==> src/rtl/ap_errmon_sweep_if.sv <==
// Bus between the error-monitor sweep harness and the approximate multiplier
// under evaluation, plus the start handshake and the reported metrics.
// Optional worst-case operand outputs are present when AP_ERRMON_WCE_EN is defined.
interface ap_errmon_sweep_if #(
    parameter int DW = 4
);
    logic              start;
    logic [DW-1:0]     muld;
    logic [DW-1:0]     mulr;
    logic [2*DW-1:0]   res;
    logic              busy;
    logic              done;
    logic [2*DW:0]     err_cnt;
    logic [4*DW-1:0]   sum_ed;
    logic [2*DW-1:0]   max_ed;
`ifdef AP_ERRMON_WCE_EN
    logic [DW-1:0]     wce_muld;
    logic [DW-1:0]     wce_mulr;
`endif

    // Harness side: drives operands, consumes the product, reports metrics.
    modport master (
        input  start,
        input  res,
        output muld,
        output mulr,
        output busy,
        output done,
        output err_cnt,
        output sum_ed,
        output max_ed
`ifdef AP_ERRMON_WCE_EN
        ,
        output wce_muld,
        output wce_mulr
`endif
    );

    // Environment side: multiplier under test plus whoever reads the metrics.
    modport slave (
        output start,
        output res,
        input  muld,
        input  mulr,
        input  busy,
        input  done,
        input  err_cnt,
        input  sum_ed,
        input  max_ed
`ifdef AP_ERRMON_WCE_EN
        ,
        input  wce_muld,
        input  wce_mulr
`endif
    );
endinterface

==> src/rtl/ap_errmon_sweep.sv <==
// Exhaustive error-characterisation sweep for an approximate unsigned multiplier.
// Drives every muld/mulr pair once, lines each returned product up with its
// operands through a LAT-deep pipeline, and accumulates error count, sum of
// error distance and maximum error distance.
// Optional feature macro: AP_ERRMON_WCE_EN (adds the operand pair of the first
// worst-case error as wce_muld/wce_mulr).
module ap_errmon_sweep #(
    parameter int DW  = 4,
    parameter int LAT = 0
) (
    input logic clk,
    input logic rst,
    ap_errmon_sweep_if.master bus
);
    localparam int IW = 2 * DW;
    localparam int EW = 2 * DW + 1;
    localparam int SW = 4 * DW;
    localparam int CW = (LAT < 2) ? 1 : $clog2(LAT + 1);
    localparam logic [CW-1:0] DRAIN_LAST = (LAT > 0) ? CW'(LAT - 1) : '0;

    typedef enum logic [1:0] {IDLE, SWEEP, DRAIN, DONE} state_t;

    state_t          state;
    state_t          state_next;
    logic [IW-1:0]   idx;
    logic [CW-1:0]   drain_cnt;
    logic            accept;

    logic            score_valid;
    logic [DW-1:0]   score_d;
    logic [DW-1:0]   score_r;
    logic [IW-1:0]   exact;
    logic [IW-1:0]   ed;

    logic [EW-1:0]   err_cnt;
    logic [SW-1:0]   sum_ed;
    logic [IW-1:0]   max_ed;

    assign accept   = (state == IDLE) && bus.start;
    assign bus.muld = idx[DW-1:0];
    assign bus.mulr = idx[IW-1:DW];

    // State register.
    always_ff @(posedge clk) begin
        if (rst) state <= IDLE;
        else     state <= state_next;
    end

    // Next-state logic and the busy/done status decoded from the state.
    always_comb begin
        state_next = state;
        bus.busy   = 1'b0;
        bus.done   = 1'b0;
        case (state)
            IDLE: begin
                if (bus.start) state_next = SWEEP;
            end
            SWEEP: begin
                bus.busy = 1'b1;
                if (idx == '1) state_next = (LAT == 0) ? DONE : DRAIN;
            end
            DRAIN: begin
                bus.busy = 1'b1;
                if (drain_cnt == DRAIN_LAST) state_next = DONE;
            end
            DONE: begin
                bus.done   = 1'b1;
                state_next = IDLE;
            end
            default: state_next = IDLE;
        endcase
    end

    // Sweep index and drain counter; idx doubles as the registered operand pair
    // and simply stays at its last value once the sweep is over.
    always_ff @(posedge clk) begin
        if (rst) begin
            idx       <= '0;
            drain_cnt <= '0;
        end else begin
            if (accept)
                idx <= '0;
            else if (state == SWEEP && idx != '1)
                idx <= idx + IW'(1);
            if (state == DRAIN)
                drain_cnt <= drain_cnt + CW'(1);
            else
                drain_cnt <= '0;
        end
    end

    // Align the operand pair with the product it produced.
    generate
        if (LAT == 0) begin : g_comb
            assign score_valid = (state == SWEEP);
            assign score_d     = idx[DW-1:0];
            assign score_r     = idx[IW-1:DW];
        end else begin : g_pipe
            logic [LAT-1:0] pipe_v;
            logic [DW-1:0]  pipe_d [LAT];
            logic [DW-1:0]  pipe_r [LAT];

            // Shift the pair and its valid bit along with the multiplier latency.
            always_ff @(posedge clk) begin
                if (rst) begin
                    pipe_v <= '0;
                    for (int i = 0; i < LAT; i++) begin
                        pipe_d[i] <= '0;
                        pipe_r[i] <= '0;
                    end
                end else begin
                    pipe_v[0] <= (state == SWEEP);
                    pipe_d[0] <= idx[DW-1:0];
                    pipe_r[0] <= idx[IW-1:DW];
                    for (int i = 1; i < LAT; i++) begin
                        pipe_v[i] <= pipe_v[i-1];
                        pipe_d[i] <= pipe_d[i-1];
                        pipe_r[i] <= pipe_r[i-1];
                    end
                end
            end

            assign score_valid = pipe_v[LAT-1];
            assign score_d     = pipe_d[LAT-1];
            assign score_r     = pipe_r[LAT-1];
        end
    endgenerate

    // Exact product and absolute error distance of the sample being scored.
    always_comb begin
        exact = IW'(score_d) * IW'(score_r);
        ed    = (exact >= bus.res) ? (exact - bus.res) : (bus.res - exact);
    end

    // Metric accumulation; an accepted start clears everything for the new run.
    always_ff @(posedge clk) begin
        if (rst || accept) begin
            err_cnt <= '0;
            sum_ed  <= '0;
            max_ed  <= '0;
        end else if (score_valid) begin
            if (ed != '0) err_cnt <= err_cnt + EW'(1);
            sum_ed <= sum_ed + SW'(ed);
            if (ed > max_ed) max_ed <= ed;
        end
    end

    assign bus.err_cnt = err_cnt;
    assign bus.sum_ed  = sum_ed;
    assign bus.max_ed  = max_ed;

`ifdef AP_ERRMON_WCE_EN
    logic [DW-1:0] wce_muld;
    logic [DW-1:0] wce_mulr;

    // Operands of the first worst-case error; ties keep the earlier pair.
    always_ff @(posedge clk) begin
        if (rst || accept) begin
            wce_muld <= '0;
            wce_mulr <= '0;
        end else if (score_valid && ed > max_ed) begin
            wce_muld <= score_d;
            wce_mulr <= score_r;
        end
    end

    assign bus.wce_muld = wce_muld;
    assign bus.wce_mulr = wce_mulr;
`endif
endmodule

==> src/flat_wrapper.sv <==
// flat-port wrapper written by rule: the top's interface ports become plain ports
module ap_errmon_sweep_flat 
#(
    parameter int DW  = 4,
    parameter int LAT = 0
)
  (clk, rst, bus_start, bus_res, bus_muld, bus_mulr, bus_busy, bus_done, bus_err_cnt, bus_sum_ed, bus_max_ed);
  ap_errmon_sweep_if #(.DW(DW)) bus_i ();
  input logic clk;
  input logic rst;
  input wire logic [$bits(bus_i.start)-1:0] bus_start;
  input wire logic [$bits(bus_i.res)-1:0] bus_res;
  output wire logic [$bits(bus_i.muld)-1:0] bus_muld;
  output wire logic [$bits(bus_i.mulr)-1:0] bus_mulr;
  output wire logic [$bits(bus_i.busy)-1:0] bus_busy;
  output wire logic [$bits(bus_i.done)-1:0] bus_done;
  output wire logic [$bits(bus_i.err_cnt)-1:0] bus_err_cnt;
  output wire logic [$bits(bus_i.sum_ed)-1:0] bus_sum_ed;
  output wire logic [$bits(bus_i.max_ed)-1:0] bus_max_ed;
  assign bus_i.start = bus_start;
  assign bus_i.res = bus_res;
  assign bus_muld = bus_i.muld;
  assign bus_mulr = bus_i.mulr;
  assign bus_busy = bus_i.busy;
  assign bus_done = bus_i.done;
  assign bus_err_cnt = bus_i.err_cnt;
  assign bus_sum_ed = bus_i.sum_ed;
  assign bus_max_ed = bus_i.max_ed;
  ap_errmon_sweep #(.DW(DW), .LAT(LAT)) u_core (.clk(clk), .rst(rst), .bus(bus_i));
endmodule
==> config.mk <==
export PLATFORM = sky130hd
export DESIGN_NAME = ap_errmon_sweep_flat
export DESIGN_NICKNAME = d
export VERILOG_FILES = /design/src/rtl/ap_errmon_sweep_if.sv /design/src/rtl/ap_errmon_sweep.sv /design/src/flat_wrapper.sv
export SDC_FILE = /design/constraint.sdc
export NUM_CORES = 1
export LEC_CHECK = 0
export CORE_MARGIN = 2
export CORE_UTILIZATION = 42
export CTS_BUF_LIST = sky130_fd_sc_hd__clkbuf_4 sky130_fd_sc_hd__clkbuf_8
export DETAILED_ROUTE_END_ITERATION = 16
export HOLD_SLACK_MARGIN = 0.08
export SYNTH_ARGS = -nofsm -noshare
export SYNTH_HDL_FRONTEND = slang
export SYNTH_SLANG_ARGS = --single-unit
==> constraint.sdc <==
create_clock -name clk -period 9.2 [get_ports clk]
set_input_delay 2.76 -clock clk [delete_from_list [all_inputs] [get_ports clk]]
set_output_delay 2.76 -clock clk [all_outputs]
set_load 0.02 [all_outputs]
==> run_1/density.png <==
(3 px per µm) 10 x 10 tiles, from white (low) to dark blue (high), 0 to 100% covered.
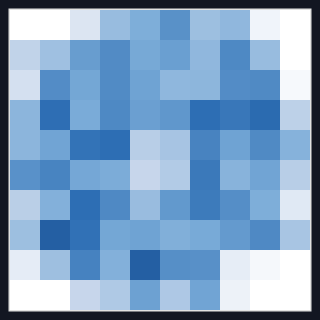
The mean over all tiles is 44%. 9.0% of the tiles are nearly empty. The emptiest ninth of the die: south-east.

==> run_1/final_congestion.png <==
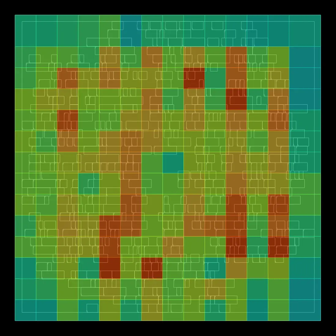
met1 Track Usage GR: 26.05%
met3 track demand over resource in global routing: 2.228%
post-detailed-route wirelength per cell: 14.62 µm
met2 usage in global routing: 31.24%
utilization after layout: 49.96%

==> run_1/pdn.png <==
(4 px per µm) Pins as bars on the die edge.
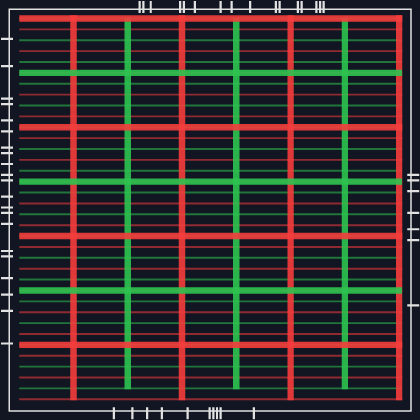
Key: green = VDD; red = VSS
54 signal pins sit on the boundary. The core has 35 rows.

==> summary.txt, run 1 <==
Numbers from the implementation run.

The sum of negative setup slack is 0 ns. The synthesized netlist devotes 20.41% of its cell area to adder and majority cells. The worst setup path is launched from an input port. The switching power share of the total is 40.21%.

The worst pin sits at a relative slew slack of 59.53%. In the synthesized netlist, the cells that appear most often are sky130_fd_sc_hd__ha_1 (52), sky130_fd_sc_hd__inv_1 (46), sky130_fd_sc_hd__dfxtp_1 (44), sky130_fd_sc_hd__nand2_1 (37), sky130_fd_sc_hd__nor2_1 (36). The max-capacitance violation count is 0.

The pin slew with the least headroom to its limit is 0.5901 ns. The net switching power is 284.7 µW. For reference, compound AND-OR and OR-AND cells occupy 16.51% of the area reported after synthesis. The average vias per placed instance is 5.442.

TritonCTS reports the number of clock sinks as 44. The via count of the first global-routing pass is 3,199. The OpenROAD report gives the critical path a required time of 9.37 ns.

The H-tree generated during clock tree synthesis spans 2 levels. The design draws 708.1 µW. The leakage power figure is 1.945 nW. The count of cells along the worst register-to-register path is 25. The most instantiated flip-flop cell in the synthesis netlist is sky130_fd_sc_hd__dfxtp_1. The initial DRC count is 90. Buffers placed on the I/O ports in this run total 53. The floorplan step defined a die boundary enclosing 0.01001 mm². For this run, the final setup violation count is recorded as 0. In this run, the synthesized area fraction spent on xor and xnor cells is recorded as 4.748%. In the log, the iteration count for the first detailed-route pass is 4. STA classifies the critical path endpoint as a flop.

The prevailing logic family in the synthesized netlist is simple AND/OR/NAND/NOR gates. The capture point of the worst path is u_core.bus.sum_ed[10]. Per the power-grid run, VDD falls by no more than 0.00009966 V. The maximum clock frequency is 142.4 MHz. The worst-case setup slack after placement is 1.887 ns. The initial antenna violation count came to 0.

Counting every instance in the synthesized netlist gives 465. OpenROAD reports that the post-layout worst path occupies 76.34% of the period. The multiplexer share of the synthesized area is 6.202%.

The setup slack of the critical path after layout is 2.177 ns. The detailed placement HPWL is 6934 µm. The synthesized design spends more area on one cell type than any other, namely sky130_fd_sc_hd__dfxtp_1. The flow ran to the end, and the final reports show no timing, DRC or antenna violations.

The total I/O pin count is 54. In the final report, the number of pins over their slew limit comes to 0. The placed cell count is 614. The final timing report lists clock skew as 0.009053 ns. Looking at the clock tree report, the maximum root-to-sink buffer count equals 2. The net count entering floorplan is 535. The mapped cell area is 0.003874 mm². The clock tree from TritonCTS is done.
## run 1: critical path, stage by stage
cell and delay (ns):
sky130_fd_sc_hd__clkdlybuf4s50_1 0.45, sky130_fd_sc_hd__ha_1 0.25, sky130_fd_sc_hd__fa_1 0.43, sky130_fd_sc_hd__nand3b_2 0.27, sky130_fd_sc_hd__a31oi_1 0.21, sky130_fd_sc_hd__nand2b_1 0.35, sky130_fd_sc_hd__mux2i_1 0.26, sky130_fd_sc_hd__xor2_1 0.36
sky130_fd_sc_hd__ha_1 0.31, sky130_fd_sc_hd__nor2b_1 0.13, sky130_fd_sc_hd__o21ai_0 0.18, sky130_fd_sc_hd__a21boi_0 0.14, sky130_fd_sc_hd__o21ai_0 0.21, sky130_fd_sc_hd__a21boi_0 0.13, sky130_fd_sc_hd__o21ai_1 0.37, sky130_fd_sc_hd__mux2i_1 0.23
sky130_fd_sc_hd__o311ai_0 0.15
## run 1: layout make-up
class,instances,area (µm²)
fillers,906,4558
multi-input cells,356,2704
flip-flops and latches,44,880.8
repair buffers,56,553.0
inverters,47,176.4
well taps,111,138.9
clock buffers,6,82.58
clock inverters,2,15.01
## run 1: worst min path at each step
stage | startpoint | cells after the start | slack (ns) | end
detailed placement | u_core.drain_cnt | 1 | 0.43 | u_core.drain_cnt
floorplan | u_core.drain_cnt | 1 | 0.40 | u_core.drain_cnt
CTS | u_core.drain_cnt | 1 | 0.44 | u_core.drain_cnt
global placement | u_core.drain_cnt | 1 | 0.41 | u_core.drain_cnt
global route | u_core.drain_cnt | 1 | 0.46 | u_core.drain_cnt
finish | u_core.drain_cnt | 1 | 0.44 | u_core.drain_cnt
## run 1: power groups by stage
stage | registers [mW] | clock network, mW | logic, mW
3_5_place_dp | 0.248 | 0 | 0.330
5_1_grt | 0.249 | 0.145 | 0.368
2_1_floorplan | 0.265 | 0 | 0.212
6_report | 0.244 | 0.134 | 0.330
4_1_cts | 0.245 | 0.138 | 0.332
3_3_place_gp | 0.248 | 0 | 0.328
## run 1: placed cells by master, fill, tap and decap left out, types with 9 or more instances in the layout
cell type / count
sky130_fd_sc_hd__clkdlybuf4s50_1: 53
sky130_fd_sc_hd__ha_1: 52
sky130_fd_sc_hd__inv_1: 46
sky130_fd_sc_hd__dfxtp_1: 44
sky130_fd_sc_hd__nand2_1: 37
sky130_fd_sc_hd__nor2_1: 36
sky130_fd_sc_hd__mux2i_1: 24
sky130_fd_sc_hd__a21oi_1: 21
sky130_fd_sc_hd__xnor2_1: 13
sky130_fd_sc_hd__o21ai_0: 13
sky130_fd_sc_hd__a211oi_1: 13
sky130_fd_sc_hd__nand4_1: 10
sky130_fd_sc_hd__nor2b_1: 10
sky130_fd_sc_hd__nand3_1: 10
sky130_fd_sc_hd__and2_1: 9
## run 1: cells by family after synthesis
kind of cell,Yosys count
buffers and inverters,65
muxes,24
DFF,44
AOI/OAI and AO/OA,92
and+or+nand+nor,160
adders and majority gates,59
xor gates and xnor gates,21
## run 1: registers in the layout (all words and copies together) (netlist names)
signal and flops:
u_core.bus.sum_ed 16, u_core.bus.max_ed 8, u_core.state 2, u_core.idx 8
u_core.drain_cnt 1, u_core.bus.err_cnt 9
==> run_1/clock_map.png <==
(6 px per µm)
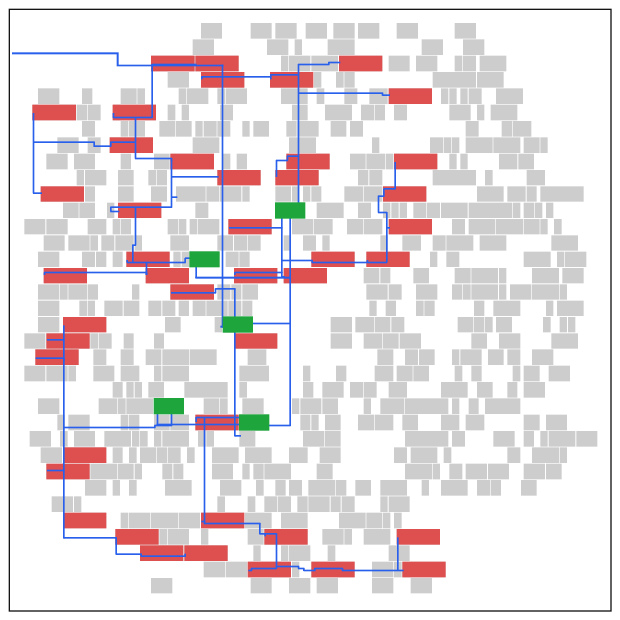

==> inputs of run 2 (changes only) <==
--- a/config.mk
+++ b/config.mk
@@ -10,6 +10,7 @@
 export CTS_BUF_LIST = sky130_fd_sc_hd__clkbuf_4 sky130_fd_sc_hd__clkbuf_8
 export DETAILED_ROUTE_END_ITERATION = 16
 export HOLD_SLACK_MARGIN = 0.08
+export PLACE_DENSITY = 0.66
 export SYNTH_ARGS = -nofsm -noshare
 export SYNTH_HDL_FRONTEND = slang
 export SYNTH_SLANG_ARGS = --single-unit
==> constraint.sdc (replaced) <==
create_clock -name clk -period 6.35 [get_ports clk]
set_input_delay 1.905 -clock clk [delete_from_list [all_inputs] [get_ports clk]]
set_output_delay 1.905 -clock clk [all_outputs]
set_load 0.02 [all_outputs]
==> run_2/clock_map.png <==
(6 px per µm)
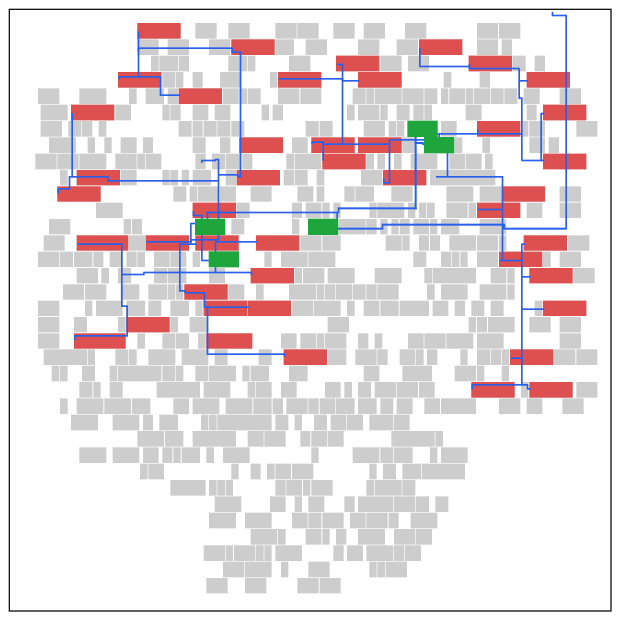
Key: green = cells driving clock nets [count 5]; red = flip-flops [count 44]; blue = clock wires [length 618 µm]
There are 6 routed clock nets.

==> run 2 against run 1 <==
Compared with the run above: hold slack got worse by 0.0088 ns; clock power up 64%; critical path depth grew 8; sequential share of layout area down 0.35 points; sequential power up 43%; highest routed layer unchanged.
==> summary.txt, run 2 <==
Numbers from the implementation run.

The clock skew after layout is 0.01156 ns (+0.002503 ns). The overall die area is 0.01001 mm² (unchanged). The leakage power figure is 2.010 nW (+3.3%). The maximum clock frequency is 173.3 MHz. The final core utilization is 51.37% (+1.4 points). The net count entering floorplan is 535 (unchanged). The post-synthesis xor/xnor area fraction is 4.748% (unchanged). The worst setup path is captured at a flop. The number of fillers in the final layout is 872 (-3.8%). The sum of negative setup slack was 0 ns (unchanged).

The initial DRC count was 127 (+41%). The data required time of the worst path is 6.59 ns (-2.78 ns). The number of flip-flops under the largest register name is 16 (unchanged). The mapped cell area is 0.003874 mm² (unchanged). The highest ir drop seen on vdd is 0.0002356 V (+140%). The worst slew slack as a fraction of its limit was 25.28% (-34 points).

The count of cells along the worst register-to-register path came to 25 (unchanged). The endpoint of the worst hold-timing path is u_core.drain_cnt. The max-capacitance violation count is 0 (unchanged). The total power consumption of the routed design is 1.057 mW (+49%). The number of clock sinks seen by CTS was 44 (unchanged). The total I/O pin count is 54 (unchanged). The share of synthesized cell area in full adder, half adder and majority cells came to 20.41% (unchanged). The flow ran to the end, and the final reports show no timing, DRC or antenna violations. The largest registers in the layout are u_core.bus.sum_ed (16), u_core.bus.err_cnt (9). The count of final max-slew check failures is 0 (unchanged). Counting only logic cells after layout, the most numerous master is sky130_fd_sc_hd__clkdlybuf4s50_1. The register ranked first by flip-flop count is u_core.bus.sum_ed.

The maximum count of clock buffers along a single path was 2 (unchanged). The number of optimization iterations in the first detailed-route pass is 4 (unchanged). The library cells used most frequently in the layout, excluding fill and tap cells, are sky130_fd_sc_hd__clkdlybuf4s50_1 (53), sky130_fd_sc_hd__ha_1 (51), sky130_fd_sc_hd__inv_1 (46).

The pin slew with the least headroom to its limit was 1.121 ns (+0.5307 ns). The synthesized netlist cell count is 465 (unchanged). Among the non-sequential cells, simple AND/OR/NAND/NOR gates take the most area. The total number of H-tree levels came to 2 (unchanged).
-- run 2: cell counts after synthesis --
No cell type changed its count.
-- run 2: kinds of logic (layout without fill, tap and decap cells) --
logic type	count (synthesis)	in the layout
compound gates	92	92
xor+xnor	21	21
mux	24	24
flops	44	44
fa+ha+maj	59	59
buf+inv	65	120
simple gates	160	160
-- run 2: what timing repair did --
action | in CTS | in global routing
gates resized | 0 | 14
endpoints found under the setup margin | 0 | 10
buffers inserted | 0 | 2
-- run 2: worst max-delay path: stages (launching register included) --
cell and delay [ns]:
sky130_fd_sc_hd__dfxtp_1 0.35, sky130_fd_sc_hd__nand2_1 0.09, sky130_fd_sc_hd__fa_1 0.54, sky130_fd_sc_hd__inv_1 0.05, sky130_fd_sc_hd__fa_1 0.56, sky130_fd_sc_hd__inv_1 0.06
sky130_fd_sc_hd__fa_1 0.44, sky130_fd_sc_hd__inv_1 0.07, sky130_fd_sc_hd__a21oi_1 0.05, sky130_fd_sc_hd__o21bai_1 0.22, sky130_fd_sc_hd__xor2_2 0.13, sky130_fd_sc_hd__ha_4 0.33
sky130_fd_sc_hd__nand4_1 0.17, sky130_fd_sc_hd__a31oi_1 0.20, sky130_fd_sc_hd__and2b_4 0.23, sky130_fd_sc_hd__mux2i_1 0.19, sky130_fd_sc_hd__inv_1 0.08, sky130_fd_sc_hd__fa_1 0.44
sky130_fd_sc_hd__nor2b_1 0.12, sky130_fd_sc_hd__o21ai_0 0.10, sky130_fd_sc_hd__a21boi_1 0.17, sky130_fd_sc_hd__o21ai_0 0.13, sky130_fd_sc_hd__a21boi_1 0.16, sky130_fd_sc_hd__o21ai_1 0.11
sky130_fd_sc_hd__or4b_2 0.62, sky130_fd_sc_hd__nand3_1 0.09
-- run 2: worst max path at each step --
stage	from	end	slack (ns)	cells past startpoint
after global routing	u_core.idx[7]	u_core.bus.sum_ed[10]	-0.04	25
after global placement	bus_res[0]	u_core.bus.sum_ed[8]	0.30	17
after floorplan	u_core.idx[2]	u_core.bus.sum_ed[8]	0.33	26
final	u_core.idx[7]	u_core.bus.sum_ed[8]	0.58	25
after CTS	u_core.idx[1]	u_core.bus.sum_ed[8]	0.29	25
after detailed placement	bus_res[0]	u_core.bus.sum_ed[8]	0.24	17
-- run 2: where the power goes --
group,leakage [nW],switching (mW),internal [mW]
logic,1.59,0.269,0.219
clock network,0.0586,0.0983,0.121
registers,0.358,0.0371,0.312
-- run 2: area by class of cell --
type                    count  area (µm²)  share of cell area [%]
repair buffers             65       620.6                   13.26
multi-input cells         356        2743                   58.61
well taps                 111       138.9                   2.968
clock inverters             2       35.03                  0.7487
inverters                  47       176.4                   3.770
flip-flops and latches     44       889.6                   19.01
clock buffers               6       76.32                   1.631
-- run 2: per-layer routing --
| layer | wire length, µm | part of all wire, % | GRT usage, % |
|---|---|---|---|
| met5 | 0 | 0 | 0 |
| met1 | 4173 | 49 | 23.44 |
| met3 | 213 | 2.5 | 3.134 |
| met4 | 55 | 0.64 | 3.793 |
| met2 | 4144 | 48 | 30.41 |
Power and IR drop assume default switching activity.
